--- config.mk ---
export PLATFORM = sky130hd
export DESIGN_NAME = multigate_demod
export DESIGN_NICKNAME = d
export VERILOG_FILES = /design/src/rtl/multigate_demod.sv
export SDC_FILE = /design/constraint.sdc
export NUM_CORES = 1
export LEC_CHECK = 0
export ABC_AREA = 1
export CORE_AREA = 2 2 164 166
export DETAILED_ROUTE_END_ITERATION = 10
export DIE_AREA = 0 0 166 168
export DONT_BUFFER_PORTS = 1
export PLACE_DENSITY = 0.72
export SKIP_CTS_REPAIR_TIMING = 1
export SLEW_MARGIN = 15
export SYNTH_ARGS = -nofsm -noshare
export SYNTH_HDL_FRONTEND = slang
export SYNTH_SLANG_ARGS = --single-unit
--- constraint.sdc ---
create_clock -name coreClock -period 19.62 [get_ports coreClock]
set_input_delay 3.924 -clock coreClock [delete_from_list [all_inputs] [get_ports coreClock]]
set_output_delay 3.924 -clock coreClock [all_outputs]
set_load 0.05 [all_outputs]
--- src/rtl/multigate_demod.sv ---
// Multi-gate I/Q demodulator. After a programmable number of valid
// samples, it mixes ADC samples against a quarter-rate reference
// (+1, -j, -1, +j). It emits one I/Q sum per gate of SVLength samples,
// for up to NumGates+1 contiguous gates.
module multigate_demod #(
    parameter int ADC_W     = 14,
    parameter int ACC_W     = 32,
    parameter int MAX_GATES = 8
) (
    input  logic                    coreClock,
    input  logic                    RESET,
    input  logic                    ENABLE,
    input  logic                    SAMPLE_VALID,
    input  logic signed [ADC_W-1:0] adcValue,
    input  logic [15:0]             GateDelay,
    input  logic [7:0]              SVLength,
    input  logic [3:0]              NumGates,
    input  logic                    WRITE_READY,
    output logic signed [ACC_W-1:0] IN,
    output logic signed [ACC_W-1:0] QUAD,
    output logic [3:0]              GATE_IDX,
    output logic                    WRITE,
    output logic                    BUSY,
    output logic                    DROPPED
);

    localparam logic [3:0] LAST_GATE_MAX = 4'(MAX_GATES - 1);

    typedef enum logic [1:0] {IDLE, DELAY, ACCUM} state_t;

    state_t                  state;
    logic                    enable_q;
    logic                    start;
    logic [15:0]             delay_cfg;
    logic [15:0]             delay_cnt;
    logic [7:0]              len_cfg;
    logic [7:0]              sample_cnt;
    logic [3:0]              last_gate;
    logic [3:0]              gate_idx;
    logic [1:0]              phase;
    logic signed [ACC_W-1:0] acc_i;
    logic signed [ACC_W-1:0] acc_q;
    logic signed [ACC_W-1:0] sample_ext;
    logic signed [ACC_W-1:0] i_next;
    logic signed [ACC_W-1:0] q_next;
    logic                    gate_done;

    // Sign-extend an ADC sample to accumulator width.
    function automatic logic signed [ACC_W-1:0] sext(input logic signed [ADC_W-1:0] x);
        return {{(ACC_W - ADC_W){x[ADC_W-1]}}, x};
    endfunction

    // A zero-length gate would never close, so treat it as one sample.
    function automatic logic [7:0] eff_len(input logic [7:0] n);
        return (n == 8'd0) ? 8'd1 : n;
    endfunction

    // Limit the last gate index to what the instance supports.
    function automatic logic [3:0] clamp_gates(input logic [3:0] n);
        return (n > LAST_GATE_MAX) ? LAST_GATE_MAX : n;
    endfunction

    assign start      = ENABLE & ~enable_q;
    assign sample_ext = sext(adcValue);
    assign gate_done  = (sample_cnt == len_cfg - 8'd1);

    // Mix the current sample into I/Q according to the reference phase.
    always_comb begin
        i_next = acc_i;
        q_next = acc_q;
        case (phase)
            2'd0:    i_next = acc_i + sample_ext;
            2'd1:    q_next = acc_q - sample_ext;
            2'd2:    i_next = acc_i - sample_ext;
            default: q_next = acc_q + sample_ext;
        endcase
    end

    // Acquisition control, accumulation and result registers.
    always_ff @(posedge coreClock or posedge RESET) begin
        if (RESET) begin
            state      <= IDLE;
            enable_q   <= 1'b0;
            delay_cfg  <= '0;
            delay_cnt  <= '0;
            len_cfg    <= 8'd1;
            sample_cnt <= '0;
            last_gate  <= '0;
            gate_idx   <= '0;
            phase      <= '0;
            acc_i      <= '0;
            acc_q      <= '0;
            IN         <= '0;
            QUAD       <= '0;
            GATE_IDX   <= '0;
            WRITE      <= 1'b0;
            BUSY       <= 1'b0;
            DROPPED    <= 1'b0;
        end else begin
            enable_q <= ENABLE;
            WRITE    <= 1'b0;
            // The strobe is never held back; a refused result is only flagged.
            if (WRITE && !WRITE_READY) begin
                DROPPED <= 1'b1;
            end
            case (state)
                IDLE: begin
                    // Stays high for one cycle after the last gate while its WRITE is out.
                    BUSY <= start;
                    if (start) begin
                        delay_cfg  <= GateDelay;
                        delay_cnt  <= '0;
                        len_cfg    <= eff_len(SVLength);
                        last_gate  <= clamp_gates(NumGates);
                        sample_cnt <= '0;
                        gate_idx   <= '0;
                        phase      <= '0;
                        acc_i      <= '0;
                        acc_q      <= '0;
                        DROPPED    <= 1'b0;
                        state      <= (GateDelay == 16'd0) ? ACCUM : DELAY;
                    end
                end
                DELAY: begin
                    if (!ENABLE) begin
                        state <= IDLE;
                        BUSY  <= 1'b0;
                    end else if (SAMPLE_VALID) begin
                        // Phase keeps running so the reference stays tied to the start.
                        phase <= phase + 2'd1;
                        if (delay_cnt == delay_cfg - 16'd1) begin
                            state <= ACCUM;
                        end else begin
                            delay_cnt <= delay_cnt + 16'd1;
                        end
                    end
                end
                ACCUM: begin
                    if (!ENABLE) begin
                        state <= IDLE;
                        BUSY  <= 1'b0;
                    end else if (SAMPLE_VALID) begin
                        phase <= phase + 2'd1;
                        if (gate_done) begin
                            IN         <= i_next;
                            QUAD       <= q_next;
                            GATE_IDX   <= gate_idx;
                            WRITE      <= 1'b1;
                            acc_i      <= '0;
                            acc_q      <= '0;
                            sample_cnt <= '0;
                            gate_idx   <= gate_idx + 4'd1;
                            if (gate_idx == last_gate) begin
                                state <= IDLE;
                            end
                        end else begin
                            acc_i      <= i_next;
                            acc_q      <= q_next;
                            sample_cnt <= sample_cnt + 8'd1;
                        end
                    end
                end
                default: begin
                    state <= IDLE;
                    BUSY  <= 1'b0;
                end
            endcase
        end
    end

endmodule

**Drive-strength map**

Drawn at 2 px/µm.
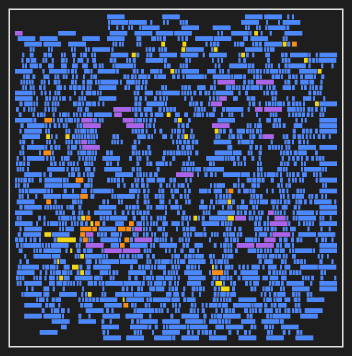
color	size	cells	share	most used
blue	x1 and smaller	1963	96%	nand2_1
purple	x6 and larger	32	1.6%	clkbuf_16
orange	x3 and x4	20	0.98%	buf_4
yellow	x2	36	1.8%	or2_2
final setup margin: 12.54 ns
Area growth syn-to-layout: 5.89%
final cell area excluding filler cells: 0.0151 mm²
Non-clk bufs: 12

**Close-up of the layout**

Region (29, 114) to (54, 139) µm. Cells in gray, sequential cells in the stronger gray; small squares are vias.
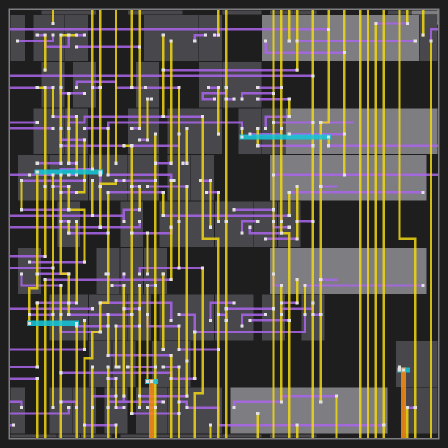
color	layer
cyan	M3
yellow	M2
purple	M1
orange	M4
sequential cells in the window	5
netlist names of flops here include	delay_cnt (5)
most frequent	nand2_1 (19), inv_1 (8), nand4_1 (6)
cells with their middle in the window	54

==> summary.txt <==
Implementation summary

The run finished with clean final reports. The main combinational cell family by area after synthesis is simple AND/OR/NAND/NOR gates. The clock H-tree reported by CTS has 4 levels. The portion of synthesized area spent on multiplexers is 0. The pin closest to its max-slew limit shows a slew of 1.06 ns.

Counting only logic cells after layout, the most numerous master is sky130_fd_sc_hd__nand2_1. The share of the synthesized area in the top cell type is 0.343. For this run, the total global-route usage over all layers was measured as 0.285. The synthesized design contains 196 register bits. Checking max transition, the worst relative margin is 0.293. Per the OpenROAD floorplan log, the area of the die is 0.0279 mm². The final-stage net count is 2164. Including well taps, the total number of placed cells is 2360. The number of rows created at floorplan is 60. The stage-log warning count is 34.

On the worst path, the slowest cell contributes a delay of 0.39 ns. The endpoint type of the worst setup path is a register. The worst setup path is launched from an input port. The power report puts the leakage power at 7.85 nW. The initial antenna violation count came to 0. The final timing report lists a max-slew violation count of 0. The number of stages on the worst setup path is 23. Per the detail_route log, met3 wirelength is 1690 µm. The first detailed-routing pass took 7 iterations. The design draws 0.00230 W. The worst min-delay path class is reg2reg. The number of buffers and inverters on the critical path is 4. Ranked by total cell area, the synthesized netlist is headed by sky130_fd_sc_hd__dfrtp_1, sky130_fd_sc_hd__nand2_1, sky130_fd_sc_hd__ha_1. The number of sinks handled by clock tree synthesis is 196.
==> logic make-up (layout without fill, tap and decap cells) <==
kind of cell | Yosys count | in the layout
adders and majority gates | 79 | 79
DFF | 196 | 196
AOI/OAI and AO/OA | 360 | 360
buffers and inverters | 279 | 255
and+or+nand+nor | 1083 | 1083
xor gates and xnor gates | 78 | 78
==> final cells by class <==
class	instances	area (µm²)
timing repair buffer	12	90.1
clock buffer	17	425
tap	341	427
clock inverter	15	195
multi-input combinational	1600	8220
sequential	196	4910
inverter	211	801
fill	2531	11300
==> path summary, 6_finish.rpt <==
| check | end | slack (ns) | startpoint |
|---|---|---|---|
| worst min-delay path | sample_cnt[7] | 0.49 | sample_cnt[7] |
| worst max register to register | IN[22] | 15.90 | phase[0] |
| worst max-delay path | acc_q[20] | 12.54 | adcValue[0] |
| min in group asynchronous | delay_cnt[1] | 3.45 | RESET |
| worst min register to register | sample_cnt[7] | 0.49 | sample_cnt[7] |
| max in group asynchronous | IN[15] | 14.69 | RESET |
==> power groups by stage <==
stage	registers, W	logic [W]	clock network (W)
after global placement	0.000633	0.00126	0
after floorplan	0.000607	0.000985	0
final	0.000628	0.00129	0.000375
after detailed placement	0.000634	0.00128	0
after global routing	0.000640	0.00146	0.000396
after CTS	0.000627	0.00128	0.000381
==> sequential cells by signal, summed over array words and instances (netlist names), 2 cells and up <==
register / cells
IN: 32
QUAD: 32
acc_i: 32
acc_q: 32
delay_cfg: 16
delay_cnt: 16
len_cfg: 8
sample_cnt: 8
GATE_IDX: 4
gate_idx: 4
last_gate: 4
phase: 2
state: 2
==> layer usage <==
metal / vias to the layer above / track usage
met5: - / 0
met4: 0 / 0.104
met3: 92 / 0.0423
met2: 362 / 0.522
met1: 6273 / 0.340
li1: 6710 / -
Power and IR drop assume default switching activity.
